<file path="src/rtl/serial_slice_adder.sv">
// ---------------------------------------------------------------------------
// serial_slice_adder
//   Multi-cycle add/subtract unit. Each cycle it adds SLICE bits of the
//   operands, starting at the LSB, through a chain of full-adder cells. The
//   carry between slices is held in a register. One operation takes
//   N = WIDTH/SLICE slice cycles, followed by a one-cycle done pulse.
//   Subtraction is A + ~B + 1: B is inverted and the carry is preset when
//   the operands are latched.
//
// Ports
//   clk    in   1      rising-edge clock
//   rst_n  in   1      synchronous active-low reset
//   start  in   1      operation request, sampled only while idle
//   mode   in   1      0: f = a + b, 1: f = a - b (sampled with start)
//   a, b   in   WIDTH  operands (sampled with start)
//   busy   out  1      high while slices are being processed
//   done   out  1      one-cycle pulse, result and flags valid from here
//   f      out  WIDTH  result, held until the next done
//   c      out  1      carry out of the MSB (subtract: 1 = no borrow)
//   ovf    out  1      two's-complement signed overflow
//   zero   out  1      f == 0
// ---------------------------------------------------------------------------
module serial_slice_adder #(
  parameter int WIDTH = 32,
  parameter int SLICE = 4
) (
  input  logic             clk,
  input  logic             rst_n,
  input  logic             start,
  input  logic             mode,
  input  logic [WIDTH-1:0] a,
  input  logic [WIDTH-1:0] b,
  output logic             busy,
  output logic             done,
  output logic [WIDTH-1:0] f,
  output logic             c,
  output logic             ovf,
  output logic             zero
);

  localparam int N  = WIDTH / SLICE;
  localparam int CW = (N > 1) ? $clog2(N) : 1;
  localparam logic [CW-1:0] LAST = CW'(N - 1);

  if (WIDTH < 2 || SLICE < 1 || (WIDTH % SLICE) != 0) begin : g_param_check
    $error("serial_slice_adder: WIDTH must be >= 2 and a multiple of SLICE");
  end

  typedef enum logic [1:0] {
    S_IDLE = 2'd0,
    S_RUN  = 2'd1,
    S_DONE = 2'd2
  } state_t;

  state_t           r_state;
  state_t           w_state_nxt;

  logic [WIDTH-1:0] r_a;
  logic [WIDTH-1:0] r_b;
  logic [WIDTH-1:0] r_sr;
  logic             r_carry;
  logic [CW-1:0]    r_cnt;

  logic [WIDTH-1:0] r_f;
  logic             r_c;
  logic             r_ovf;
  logic             r_zero;

  logic [SLICE:0]   w_cy;
  logic [SLICE-1:0] w_sum;
  logic [WIDTH-1:0] w_res;
  logic             w_accept;
  logic             w_run;
  logic             w_last;

  assign w_accept = (r_state == S_IDLE) && start;
  assign w_run    = (r_state == S_RUN);
  assign w_last   = w_run && (r_cnt == LAST);

  // Ripple chain for the current slice. The operand registers shift right
  // by SLICE each cycle, so the active slice always sits in the low bits.
  assign w_cy[0] = r_carry;

  for (genvar gi = 0; gi < SLICE; gi++) begin : g_fa
    logic w_p;
    assign w_p          = r_a[gi] ^ r_b[gi];
    assign w_sum[gi]    = w_p ^ w_cy[gi];
    assign w_cy[gi + 1] = (w_p & w_cy[gi]) | (r_a[gi] & r_b[gi]);
  end

  // Result shift register: new sum bits enter at the top, so after N slices
  // the LSB slice has reached bit 0.
  always_comb begin
    w_res                      = r_sr >> SLICE;
    w_res[WIDTH-1 -: SLICE]    = w_sum;
  end

  // State register
  always_ff @(posedge clk) begin
    if (!rst_n) begin
      r_state <= S_IDLE;
    end else begin
      r_state <= w_state_nxt;
    end
  end

  // Next-state logic
  always_comb begin
    w_state_nxt = r_state;
    case (r_state)
      S_IDLE:  if (start)  w_state_nxt = S_RUN;
      S_RUN:   if (w_last) w_state_nxt = S_DONE;
      S_DONE:  w_state_nxt = S_IDLE;
      default: w_state_nxt = S_IDLE;
    endcase
  end

  // Output decode
  always_comb begin
    busy = 1'b0;
    done = 1'b0;
    case (r_state)
      S_RUN:   busy = 1'b1;
      S_DONE:  done = 1'b1;
      default: begin
        busy = 1'b0;
        done = 1'b0;
      end
    endcase
  end

  // Operand and partial-result registers; their contents are don't-care
  // until an operation is accepted, so they carry no reset.
  always_ff @(posedge clk) begin
    if (w_accept) begin
      r_a <= a;
      r_b <= b ^ {WIDTH{mode}};
    end else if (w_run) begin
      r_a  <= r_a >> SLICE;
      r_b  <= r_b >> SLICE;
      r_sr <= w_res;
    end
  end

  // Slice carry, counter and the visible result/flags
  always_ff @(posedge clk) begin
    if (!rst_n) begin
      r_carry <= 1'b0;
      r_cnt   <= '0;
      r_f     <= '0;
      r_c     <= 1'b0;
      r_ovf   <= 1'b0;
      r_zero  <= 1'b0;
    end else if (w_accept) begin
      r_carry <= mode;
      r_cnt   <= '0;
    end else if (w_run) begin
      r_carry <= w_cy[SLICE];
      r_cnt   <= r_cnt + CW'(1);
      if (w_last) begin
        // Carry into the MSB is the carry into the top cell of the last slice.
        r_f    <= w_res;
        r_c    <= w_cy[SLICE];
        r_ovf  <= w_cy[SLICE] ^ w_cy[SLICE-1];
        r_zero <= ~|w_res;
      end
    end
  end

  assign f    = r_f;
  assign c    = r_c;
  assign ovf  = r_ovf;
  assign zero = r_zero;

endmodule

</file>
<file path="config.mk">
export PLATFORM = sky130hd
export DESIGN_NAME = serial_slice_adder
export DESIGN_NICKNAME = d
export VERILOG_FILES = /design/src/rtl/serial_slice_adder.sv
export SDC_FILE = /design/constraint.sdc
export NUM_CORES = 1
export LEC_CHECK = 0
export CAP_MARGIN = 10
export CORE_ASPECT_RATIO = 1.2
export CORE_UTILIZATION = 47
export CTS_CLUSTER_DIAMETER = 30
export DETAILED_ROUTE_END_ITERATION = 8
export PLACE_DENSITY = 0.77
export SLEW_MARGIN = 30
export SYNTH_ARGS = -nofsm -noshare
export SYNTH_HDL_FRONTEND = slang
export SYNTH_SLANG_ARGS = --single-unit
</file>
<file path="constraint.sdc">
create_clock -name clk -period 3.07 [get_ports clk]
set_clock_uncertainty 0.05 [all_clocks]
set_input_delay 0.614 -clock clk [delete_from_list [all_inputs] [get_ports clk]]
set_output_delay 0.614 -clock clk [all_outputs]
set_load 0.01 [all_outputs]
</file>
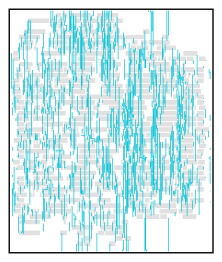
Fig. 1. Signal wires on met2 (run 1).
Scale: 2 px per um.
longest straight run: 49.3 um
main direction: vertical
wire length on this layer: 5420 um
share of all routed wire: 53%

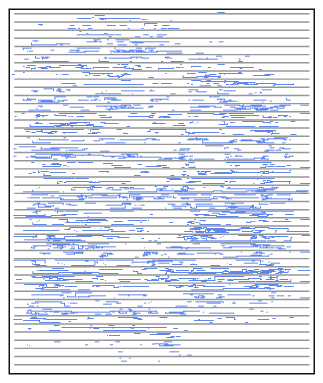
Fig. 2. Metal 1 (run 1).
Scale: 3 px per um. Supply wires on this layer in grey.
share of all routed wire: 41%
wire length on this layer: 4160 um
longest straight run: 35.0 um
main direction: horizontal

==> reports/results.tsv, run 1 <==
metric	value	unit
Hold Path Stages	2	
Fin Setup TNS	0	ns
Nets	665	
global route overflow	0	
status	completed	
simple-gate area share of the yosys netlist	15.7	%
area reported by Yosys stat	5540	um2
main logic family after synthesis	simple AND/OR/NAND/NOR gates	
CTS H-tree depth	4	
Slew @ Worst Pin	0.892	ns
I/O Buffers	104	
vias in the first global route	3642	
Final WS setup	0.317	ns
CTS tree	built	
Mapped Nets	562	
WS Path Type	reg2reg	
Leakage Power	0.00271	uW
fin util	63.9	%
Hold Worst Slack	0.400	ns
root buffer cell	clkbuf_16	
most common logic cells in the final layout	nand2_1, clkdlybuf4s50_1, edfxtp_1, dfxtp_1, xnor2_1	
CTS clk-pin slew, worst paths	0.06	ns
XOR Share, Synth	5.37	%
RSZ-0062 raised after global routing	false	
fin crit period	2.75	ns
initial antenna violation count	0	
Worst Path Arrival	3.01	ns
Commonest Layout Cell	nand2_1	
Dominant cell area share	49.8	%
syn_area_per_cell	11.4	um2
largest net degree at the start of global routing	71	
Gates resized, CTS repair	0	
post-synthesis cell area	5540	um2
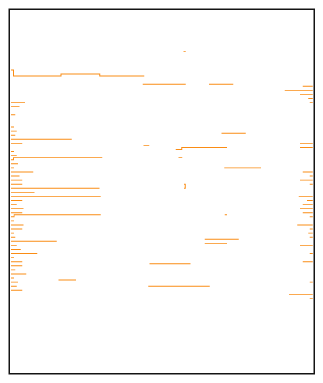
Fig. 3. Signal wires on met3 (run 1).
Scale: 3 px per um.
longest straight run: 29.7 um
wire length on this layer: 499 um
main direction: horizontal
share of all routed wire: 4.9%
nets with wire on the layer: 79

run 1: report_power, final:
part           leakage [uW]  switching [uW]  internal (uW)
registers           0.00124            63.9           2130
logic               0.00116             236            220
clock network      0.000313             727           1350
run 1: flip-flops by register name, summed over array words and instances, names as in the netlist:
register,cells
f,32
r_a,32
r_b,32
r_sr,28
r_cnt,3
r_state,2
c,1
ovf,1
r_carry,1
zero,1
run 1: per-stage QoR:
step | std cells | total power [uW]
finish | 761 | 4730
global route | 761 | 4900
CTS | 761 | 4770
detailed placement | 729 | 2690
global placement | 729 | 2670
floorplan | 488 | 2510
run 1: worst max-delay path, delay by kind of cell (launching register included):
kind,cells,cell delay (ns)
AOI/OAI and AO/OA,1,0.26
adders and majority gates,4,1.46
buffers and inverters,1,0.10
DFF,1,0.40
and+or+nand+nor,2,0.38
run 1: routing by layer:
layer | vias up | GRT usage, % | wire length, um
met1 | 1735 | 20.9 | 4160
met5 | - | 0 | 0
met3 | 8 | 5.70 | 499
met2 | 95 | 30.7 | 5420
li1 | 1860 | - | -
met4 | 0 | 6.43 | 70
run 1: path summary, 6_finish.rpt:
path / from / to / slack (ns)
worst max-delay path: r_a[0] / zero / 0.32
worst min-delay path: f[18] / f[18] / 0.40
worst max register to register: r_a[0] / zero / 0.32
worst min register to register: f[18] / f[18] / 0.40
run 1: cell type report:
cell class	instances	area [um2]	share of cell area, %
inverter	6	22.5	0.306
sequential	133	3580	48.7
multi-input combinational	321	1790	24.4
clock inverter	8	80.1	1.09
timing repair buffer	112	1120	15.2
tap	157	196	2.67
clock buffer	24	557	7.57
run 1: logic make-up (layout without fill, tap and decap cells):
kind of cell    count (synthesis)  after routing
simple gates                  213            213
buf+inv                        34            150
fa+ha+maj                       6              6
compound gates                 68             68
flops                         133            133
xor+xnor                       34             34
==> run 2: changes to the inputs <==
==> constraint.sdc (replaced) <==
create_clock -name clk -period 3.07 [get_ports clk]
set_clock_uncertainty 0.05 [all_clocks]
set_input_delay 0.614 -clock clk [delete_from_list [all_inputs] [get_ports clk]]
set_output_delay 0.614 -clock clk [all_outputs]
set_load 0.02 [all_outputs]
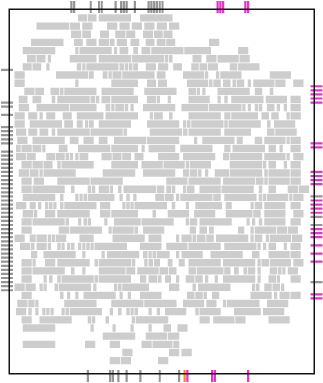
Fig. 4. Pin map (run 2).
Scale: 3 px per um. Pins as bars across the die edge, other pins in grey.
| colour | port | pins | direction | edge |
|---|---|---|---|---|
| magenta | f | 32 | output | 23 right, 5 top, 4 bottom |
| orange | c | 1 | output | bottom |
all pins by edge: 44 left, 27 right, 21 top, 13 bottom

==> reports/results.tsv, run 2 <==
metric	value	unit
Worst Path Buf+Inv	1	
Non-Filler Instances	761	
hold_sp	f[18]	
RSZ-0062 raised after global routing	false	
status	completed	
Final Total Pwr	4730	uW
largest net degree at the start of global routing	71	
DP HPWL	6860	um
r2r setup slk	0.32	ns
CTS tree	built	
Core Area	11500	um2
placed cells	729	
WS Path Type	reg2reg	
Mapped Nets	562	
global route overflow	0	
max-slew violation count	0	
Worst Path Arrival	3.01	ns
CTS clk-pin slew, worst paths	0.06	ns
path depth of the worst reg2reg path	8	
area reported by Yosys stat	5540	um2
Hold Path End	f[18]	
Slew @ Worst Pin	0.892	ns
Synth Instances	488	
Hold Path Stages	2	
CTS H-tree depth	4	
syn_area_per_cell	11.4	um2
# setup viols final	0	
Dominant cell area share	49.8	%
Insertion Delay late pin	0.41	ns
post-CTS setup buffer count	0	
Gates resized, CTS repair	0	
Commonest Layout Cell	nand2_1	
pwr dens	643	nW/um2
post-synthesis cell area	5540	um2
vias in the first global route	3642	
RR Endpoint	zero	
Flops after synth	133	
fin crit period	2.75	ns
root buffer cell	clkbuf_16	
Fin Setup TNS	0	ns
Leakage Power	0.00271	uW
I/O Buffers	104	
Final WS setup	0.317	ns
CP delay by family, top	adder cells	
CP required	3.33	ns
Nets	665	
Hold Worst Slack	0.400	ns
most common logic cells in the final layout	nand2_1, clkdlybuf4s50_1, edfxtp_1, dfxtp_1, xnor2_1	
FF-to-FF Start	r_a[0]	
initial antenna violation count	0	
[run 2: cell counts after synthesis]
No cell type changed its count.
[run 2: layer usage]
metal	vias to the layer above	global-route usage, %	routed length (um)
met1	1735	20.9	4160
met5	-	0	0
met4	0	6.43	70
met3	8	5.70	499
met2	95	30.7	5420
li1	1860	-	-
[run 2: report_power, final]
group          switching, uW  total [uW]  internal [uW]  leakage (uW)
sequential              63.9        2190           2130       0.00124
combinational            237         457            220       0.00116
clock                    727        2080           1350      0.000313
total                   1030        4730           3700       0.00271
[run 2: cell families after synthesis]
kind of cell	share of synthesized area, %
flip-flops	64.7
buffers and inverters	3.21
AND/OR/NAND/NOR	15.7
adder cells (fa/ha/maj)	1.90
AND-OR/OR-AND	9.14
XOR/XNOR	5.37
[run 2: area by class of cell]
type                       count  area, um2
clock inverter                 8       80.1
timing repair buffer         112       1120
multi-input combinational    321       1790
clock buffer                  24        557
sequential                   133       3580
inverter                       6       22.5
tap                          157        196
fill                         935       4160
[run 2: how the worst max path moves through the flow]
stage                     endpoint   start  slack [ns]
after global routing          zero  r_a[0]        0.14
after detailed placement      zero  r_a[0]        0.34
final                         zero  r_a[0]        0.32
after CTS                     zero  r_a[0]        0.33
after floorplan               zero  r_a[0]        0.51
after global placement        zero  r_a[0]        0.46
[run 2: worst register-to-register path: cells and delay by family, from the launching register on]
family	cells	cell delay, ns
flops	1	0.40
simple gates	2	0.38
buf+inv	1	0.10
compound gates	1	0.26
fa+ha+maj	4	1.46
[run 2: stage by stage]
step,utilization [%],cell area [um2]
after floorplan,-,5550
final,63.9,7350
after detailed placement,58.3,6720
after global routing,63.9,7350
after global placement,58.3,6720
after CTS,63.9,7350
==> run 3: changes to the inputs <==
--- a/config.mk
+++ b/config.mk
@@ -9,6 +9,7 @@
 export CORE_ASPECT_RATIO = 1.2
 export CORE_UTILIZATION = 47
 export CTS_CLUSTER_DIAMETER = 30
+export CTS_CLUSTER_SIZE = 14
 export DETAILED_ROUTE_END_ITERATION = 8
 export PLACE_DENSITY = 0.77
 export SLEW_MARGIN = 30
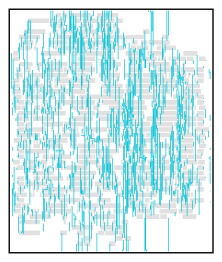
Fig. 5. Signal wires on met2 (run 3).
Scale: 2 px per um.
nets with wire on the layer: 551
main direction: vertical

==> reports/results.tsv, run 3 <==
metric	value	unit
status	completed	
Commonest Layout Cell	nand2_1	
Nets	665	
area reported by Yosys stat	5540	um2
syn_area_per_cell	11.4	um2
WS Path Type	reg2reg	
Mapped Nets	562	
CP delay by family, top	adder cells	
FF-to-FF Start	r_a[0]	
Worst Path Arrival	3.01	ns
Insertion Delay late pin	0.41	ns
initial antenna violation count	0	
Net Sw Power	1030	uW
clock power share	44.0	%
RR Endpoint	zero	
largest net degree at the start of global routing	71	
root buffer cell	clkbuf_16	
critical path depth	8	
DP HPWL	6860	um
vias in the first global route	3642	
CTS H-tree depth	4	
max-slew violation count	0	
Non-Filler Instances	761	
Comb power frac	9.7	%
post-CTS setup buffer count	0	
fill count	935	
post-synthesis cell area	5540	um2
Core Area	11500	um2
Synth Instances	488	
most common logic cells in the final layout	nand2_1, clkdlybuf4s50_1, edfxtp_1, dfxtp_1, xnor2_1	
Flops after synth	133	
RSZ-0062 raised after global routing	false	
Leakage Power	0.00271	uW
CP endpoint	zero	
post-route cell area	7350	um2
fin util	63.9	%
# setup viols final	0	
I/O Buffers	104	
Pint	3700	uW
Worst Path Buf+Inv	1	
r2r setup slk	0.32	ns
Gates resized, CTS repair	0	
path depth of the worst reg2reg path	8	
CP required	3.33	ns
CTS tree	built	
Hold Worst Slack	0.400	ns
sequential power share	46.3	%
pwr dens	643	nW/um2
Fin Setup TNS	0	ns
CTS clk-pin slew, worst paths	0.06	ns
-- run 3: routing by layer --
layer  track usage [%]  share of wire [%]  vias to the layer above
met5                 0                  0                        -
met3              5.70                4.9                        8
met4              6.43               0.69                        0
met1              20.9                 41                     1735
li1                  -                  -                     1860
met2              30.7                 53                       95
-- run 3: area by class of cell --
| cell class | instances | area [um2] | share of cell area [%] |
|---|---|---|---|
| inverter | 6 | 22.5 | 0.306 |
| multi-input combinational | 321 | 1790 | 24.4 |
| clock buffer | 24 | 557 | 7.57 |
| timing repair buffer | 112 | 1120 | 15.2 |
| sequential | 133 | 3580 | 48.7 |
| tap | 157 | 196 | 2.67 |
| clock inverter | 8 | 80.1 | 1.09 |
-- run 3: how the worst min path moves through the flow --
stage | from | endpoint | depth (start not counted)
floorplan | r_cnt[1] | r_cnt[1] | 2
detailed placement | f[18] | f[18] | 2
global placement | f[28] | f[28] | 2
finish | f[18] | f[18] | 2
global route | f[26] | f[26] | 2
CTS | f[18] | f[18] | 2
-- run 3: cell families (layout without fill, tap and decap cells) --
family	Yosys count	after routing	synth area share [%]
adder cells (fa/ha/maj)	6	6	1.90
flip-flops	133	133	64.7
XOR/XNOR	34	34	5.37
buffers and inverters	34	150	3.21
AND/OR/NAND/NOR	213	213	15.7
AND-OR/OR-AND	68	68	9.14
-- run 3: stage by stage --
stage | power (uW) | worst slack (ns)
2_1_floorplan | 2510 | 0.514
3_3_place_gp | 2670 | 0.458
3_5_place_dp | 2690 | 0.340
4_1_cts | 4770 | 0.326
5_1_grt | 4900 | 0.139
6_report | 4730 | 0.317
-- run 3: power by group through the flow --
stage                     logic, uW  clock network, uW  registers (uW)
final                           457               2080            2190
after global routing            509               2190            2210
after CTS                       465               2110            2190
after detailed placement        461                  0            2230
after global placement          448                  0            2220
after floorplan                 300                  0            2210
Power and IR drop assume default switching activity.
